==> images/layer_met1.png <==
Scale bar: 100 um. Cells faint in the background.
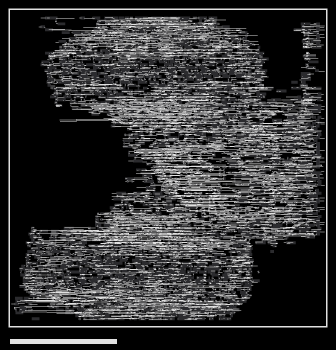
==> images/layer_met2.png <==
Cells faint in the background.
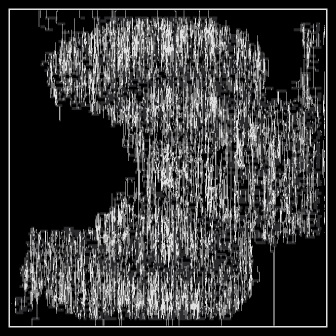
==> images/layer_met3.png <==
Scale bar: 100 um. Cells faint in the background.
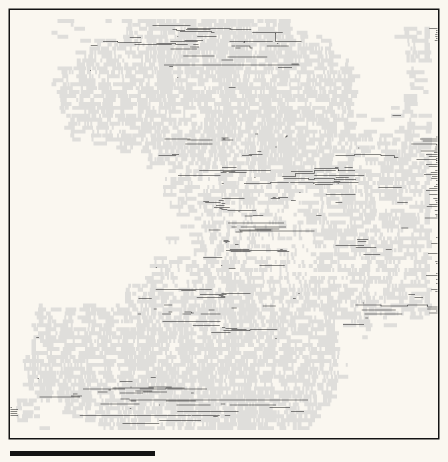
File: config.mk
export PLATFORM = sky130hd
export DESIGN_NAME = spectrum_peak_finder
export DESIGN_NICKNAME = d
export VERILOG_FILES = /design/src/rtl/spectrum_peak_finder_pkg.sv /design/src/rtl/spectrum_peak_finder_cplx_power.sv /design/src/rtl/spectrum_peak_finder.sv
export SDC_FILE = /design/constraint.sdc
export NUM_CORES = 2
export LEC_CHECK = 0
export ABC_AREA = 1
export CORE_MARGIN = 4
export CORE_UTILIZATION = 35
export DETAILED_ROUTE_END_ITERATION = 7
export PLACE_DENSITY = 0.62
export SYNTH_ARGS = -nofsm -noshare
export SYNTH_HDL_FRONTEND = slang
export SYNTH_SLANG_ARGS = --single-unit
File: constraint.sdc
create_clock -name CLK -period 2.5 [get_ports CLK]
set_input_delay 0.375 -clock CLK [delete_from_list [all_inputs] [get_ports CLK]]
set_output_delay 0.375 -clock CLK [all_outputs]
set_load 0.02 [all_outputs]
File: src/rtl/spectrum_peak_finder_pkg.sv
// Shared types and helpers for the spectrum peak finder.
// FSM states, pipeline depth and the power-width rule.
package spf_pkg;

   typedef enum logic [1:0] {
      ACCUM,
      FLUSH,
      HOLD
   } spf_state_e;

   localparam int PIPE_DEPTH = 3;

   function automatic int pw_of(input int dw);
      return 2 * dw;
   endfunction

endpackage

File: src/rtl/spectrum_peak_finder_cplx_power.sv
// Two-stage registered complex power re^2 + im^2.
// Valid and a bin index travel alongside the data.
module cplx_power #(
   parameter int DW = 16,
   parameter int IW = 4,
   parameter int PW = 2 * DW
) (
   input  logic                 CLK,
   input  logic                 RST_N,
   input  logic                 sclr,
   input  logic                 in_valid,
   input  logic signed [DW-1:0] in_re,
   input  logic signed [DW-1:0] in_im,
   input  logic [IW-1:0]        in_idx,
   output logic                 out_valid,
   output logic [IW-1:0]        out_idx,
   output logic [PW-1:0]        out_pwr
);

   // A square is at most 2^(PW-2), so PW-1 bits hold it without wrap.
   logic signed [PW-2:0] re_x;
   logic signed [PW-2:0] im_x;
   logic [PW-2:0]        re_sq_d;
   logic [PW-2:0]        im_sq_d;
   logic [PW-2:0]        re_sq;
   logic [PW-2:0]        im_sq;
   logic [IW-1:0]        s1_idx;
   logic                 s1_valid;

   assign re_x    = (PW-1)'(in_re);
   assign im_x    = (PW-1)'(in_im);
   assign re_sq_d = re_x * re_x;
   assign im_sq_d = im_x * im_x;

   always_ff @(posedge CLK or negedge RST_N) begin
      if (!RST_N) begin
         s1_valid  <= 1'b0;
         s1_idx    <= '0;
         re_sq     <= '0;
         im_sq     <= '0;
         out_valid <= 1'b0;
         out_idx   <= '0;
         out_pwr   <= '0;
      end else if (sclr) begin
         s1_valid  <= 1'b0;
         out_valid <= 1'b0;
      end else begin
         s1_valid  <= in_valid;
         out_valid <= s1_valid;
         if (in_valid) begin
            re_sq  <= re_sq_d;
            im_sq  <= im_sq_d;
            s1_idx <= in_idx;
         end
         if (s1_valid) begin
            out_pwr <= {1'b0, re_sq} + {1'b0, im_sq};
            out_idx <= s1_idx;
         end
      end
   end

endmodule

File: src/rtl/spectrum_peak_finder.sv
// Frame-wise peak power finder over streamed FFT bins.
// Optional noise threshold compare under SPF_THRESHOLD_EN.
module spectrum_peak_finder
   import spf_pkg::*;
#(
   parameter int N_BINS = 16,
   parameter int DW     = 16,
   parameter int IDX_W  = $clog2(N_BINS),
   parameter int PW     = pw_of(DW)
) (
   input  logic                 CLK,
   input  logic                 RST_N,
   input  logic                 sclr,
   input  logic                 in_valid,
   output logic                 in_ready,
   input  logic signed [DW-1:0] in_re,
   input  logic signed [DW-1:0] in_im,
`ifdef SPF_THRESHOLD_EN
   input  logic [PW-1:0]        thr,
   output logic                 out_noise,
`endif
   output logic                 out_valid,
   input  logic                 out_ready,
   output logic [IDX_W-1:0]     out_idx,
   output logic [PW-1:0]        out_pwr,
   output logic [15:0]          out_frames
);

   localparam logic [IDX_W-1:0] LAST = IDX_W'(N_BINS - 1);

   spf_state_e       state_q;
   spf_state_e       state_d;
   logic [IDX_W-1:0] cnt;
   logic             accept;
   logic             p_valid;
   logic [IDX_W-1:0] p_idx;
   logic [PW-1:0]    p_pwr;
   logic [PW-1:0]    max_pwr;
   logic [IDX_W-1:0] max_idx;
   logic             cmp_last;

   assign in_ready = (state_q == ACCUM);
   assign accept   = in_valid && in_ready;

   cplx_power #(
      .DW (DW),
      .IW (IDX_W),
      .PW (PW)
   ) u_pwr (
      .CLK       (CLK),
      .RST_N     (RST_N),
      .sclr      (sclr),
      .in_valid  (accept),
      .in_re     (in_re),
      .in_im     (in_im),
      .in_idx    (cnt),
      .out_valid (p_valid),
      .out_idx   (p_idx),
      .out_pwr   (p_pwr)
   );

   always_comb begin
      state_d = state_q;
      case (state_q)
         ACCUM: if (accept && cnt == LAST) state_d = FLUSH;
         FLUSH: if (cmp_last) state_d = HOLD;
         HOLD:  if (out_ready) state_d = ACCUM;
         default: state_d = ACCUM;
      endcase
   end

   always_ff @(posedge CLK or negedge RST_N) begin
      if (!RST_N) begin
         state_q <= ACCUM;
         cnt     <= '0;
      end else if (sclr) begin
         state_q <= ACCUM;
         cnt     <= '0;
      end else begin
         state_q <= state_d;
         if (accept) cnt <= (cnt == LAST) ? '0 : cnt + 1'b1;
      end
   end

   // Bin 0 always loads, so ties and all-zero frames resolve low.
   always_ff @(posedge CLK or negedge RST_N) begin
      if (!RST_N) begin
         max_pwr  <= '0;
         max_idx  <= '0;
         cmp_last <= 1'b0;
      end else if (sclr) begin
         max_pwr  <= '0;
         max_idx  <= '0;
         cmp_last <= 1'b0;
      end else begin
         cmp_last <= p_valid && (p_idx == LAST);
         if (p_valid && (p_idx == '0 || p_pwr > max_pwr)) begin
            max_pwr <= p_pwr;
            max_idx <= p_idx;
         end
      end
   end

   always_ff @(posedge CLK or negedge RST_N) begin
      if (!RST_N) begin
         out_valid  <= 1'b0;
         out_idx    <= '0;
         out_pwr    <= '0;
         out_frames <= '0;
      end else if (sclr) begin
         out_valid  <= 1'b0;
         out_idx    <= '0;
         out_pwr    <= '0;
      end else if (state_q == FLUSH && cmp_last) begin
         out_valid  <= 1'b1;
         out_idx    <= max_idx;
         out_pwr    <= max_pwr;
         out_frames <= out_frames + 16'd1;
      end else if (state_q == HOLD && out_ready) begin
         out_valid  <= 1'b0;
      end
   end

`ifdef SPF_THRESHOLD_EN
   logic [PW-1:0] thr_q;

   always_ff @(posedge CLK or negedge RST_N) begin
      if (!RST_N) begin
         thr_q     <= '0;
         out_noise <= 1'b0;
      end else if (sclr) begin
         thr_q     <= '0;
         out_noise <= 1'b0;
      end else begin
         if (state_q == ACCUM && state_d == FLUSH) thr_q <= thr;
         if (state_q == FLUSH && cmp_last) out_noise <= (max_pwr < thr_q);
      end
   end
`endif

endmodule
==> qor.yml <==
wl_met1_mm: 36.6
yosys.cell_types.count: 52
h-tree-depth: 4
top_area_cell_class: "logic gates"
hold_depth: 4
pin_count: 91
avgRoutedWirePerCell_um: 15.1
slew-limit-headroom: 0.522
ff_type: "dfrtp_1"
ys_ff: 198
cpMostUsedCell: "fa_1"
critPathBufInv: 9
hold_start: "in_re[0]"
r2r_setup_slack_ns: 0.19
maxCapViolations: 0
finalClockSkew_ns: 0.0166
clkbuf_count: 17
n_antenna_cell: 0
dieArea_um2: 86700
logic_gates: 2361
area_delta_synth_final_pct: 41.2
num_rows: 104
drtAntennaViolNets: 0
critPathCapture: "u_pwr.re_sq[27]"
clockBufferDepth: 2
syn_nets: 4295
drtPass1Iterations: 5
holdWs_ns: 0.416
drv_slew: 0
syn_avg_cell_area_um2: 8.05
ys_warn_count: 0
top_logic_kind: "adder cells"
setup.worst_path.class: "in -> reg"
rr_worst_depth: 10
common_cells: "inv_1, nand2_1, fa_1"
top_cell: "inv_1"
r2r-start: "u_pwr.re_sq[6]"
lay_top_count: "inv_1"
clock_sinks: 198
grt.total_usage: 0.185
synthSimpleGateAreaFrac: 0.192
place_inst: 5034
logic_area_um2: 23600
violations: "negative setup slack"
yosys.area_share.xor_xnor: 0.0232
highest_layer: "met4"
die_h_um: 294
rsz0062_at_grt: "true"
warnings: 35
netlist_area_um2: 28700
seq-cell-share: 0.122
drc: 0
ys_cells: 3566
io_buffers: 90
final_cells: 5238
mostFrequentLayoutCells: "inv_1, nand2_1, buf_4, fa_1, dfrtp_1"
worst_pin_slew_ns: 0.717
cts_tree: "yes"
nets: 4894
grt_pass1_vias: 25900
fmax_mhz: 191
placed_area_um2: 35600
async_reset_ff_frac: 1.00
layout-drive-gt1-share: 0.339
yosys.area_share.adder: 0.421
grt_pass1_wl_mm: 131
reg_top3: "max_pwr x32, out_pwr x32, u_pwr.out_pwr x32"
reg2reg_to: "u_pwr.out_pwr[25]"
wl_met2_mm: 38.4
top_cells_by_area: "fa_1, dfrtp_1, inv_1"
core-area_um2: 80900
wl_met3_mm: 3.00
inv_count: 895
worst_slack_ns: -2.75
status: "complete, but fails checks"
cp_slowest_cell: "fa_2"
hold_path_end: "u_pwr.re_sq[0]"
die_x_um: 294
clkTransAtPathRegs_ns: 0.07
hold_viol_final: 0
endpoint_kind: "register"
final_area_um2: 40600
n_fill_cell: 7416
fin_tns_setup_ns: -115.88
pre_cts_ws_ns: -3.56
fin_crit_ns: 5.25
vias_per_cell: 4.72
crit_arrival_ns: 5.59
clk_share: 0.0151
clock.latency.late_pin_ns: 0.46
setup_viol: 54
cp_top_family: "adder cells"
Notes on layer_met1.png above:
longest straight run = 60.7 um
wire length on this layer = 36.6 mm
met1 Use GR: 0.263
final WL: 78.9 mm
Via Count: 24700

Notes on layer_met2.png above:
main direction = vertical
share of all routed wire = 49%
nets with wire on the layer = 4206
GRT met2 Usage: 0.311

Notes on layer_met3.png above:
main direction = horizontal
share of all routed wire = 3.8%
nets with wire on the layer = 206
GR Layer Usage met3: 0.0199

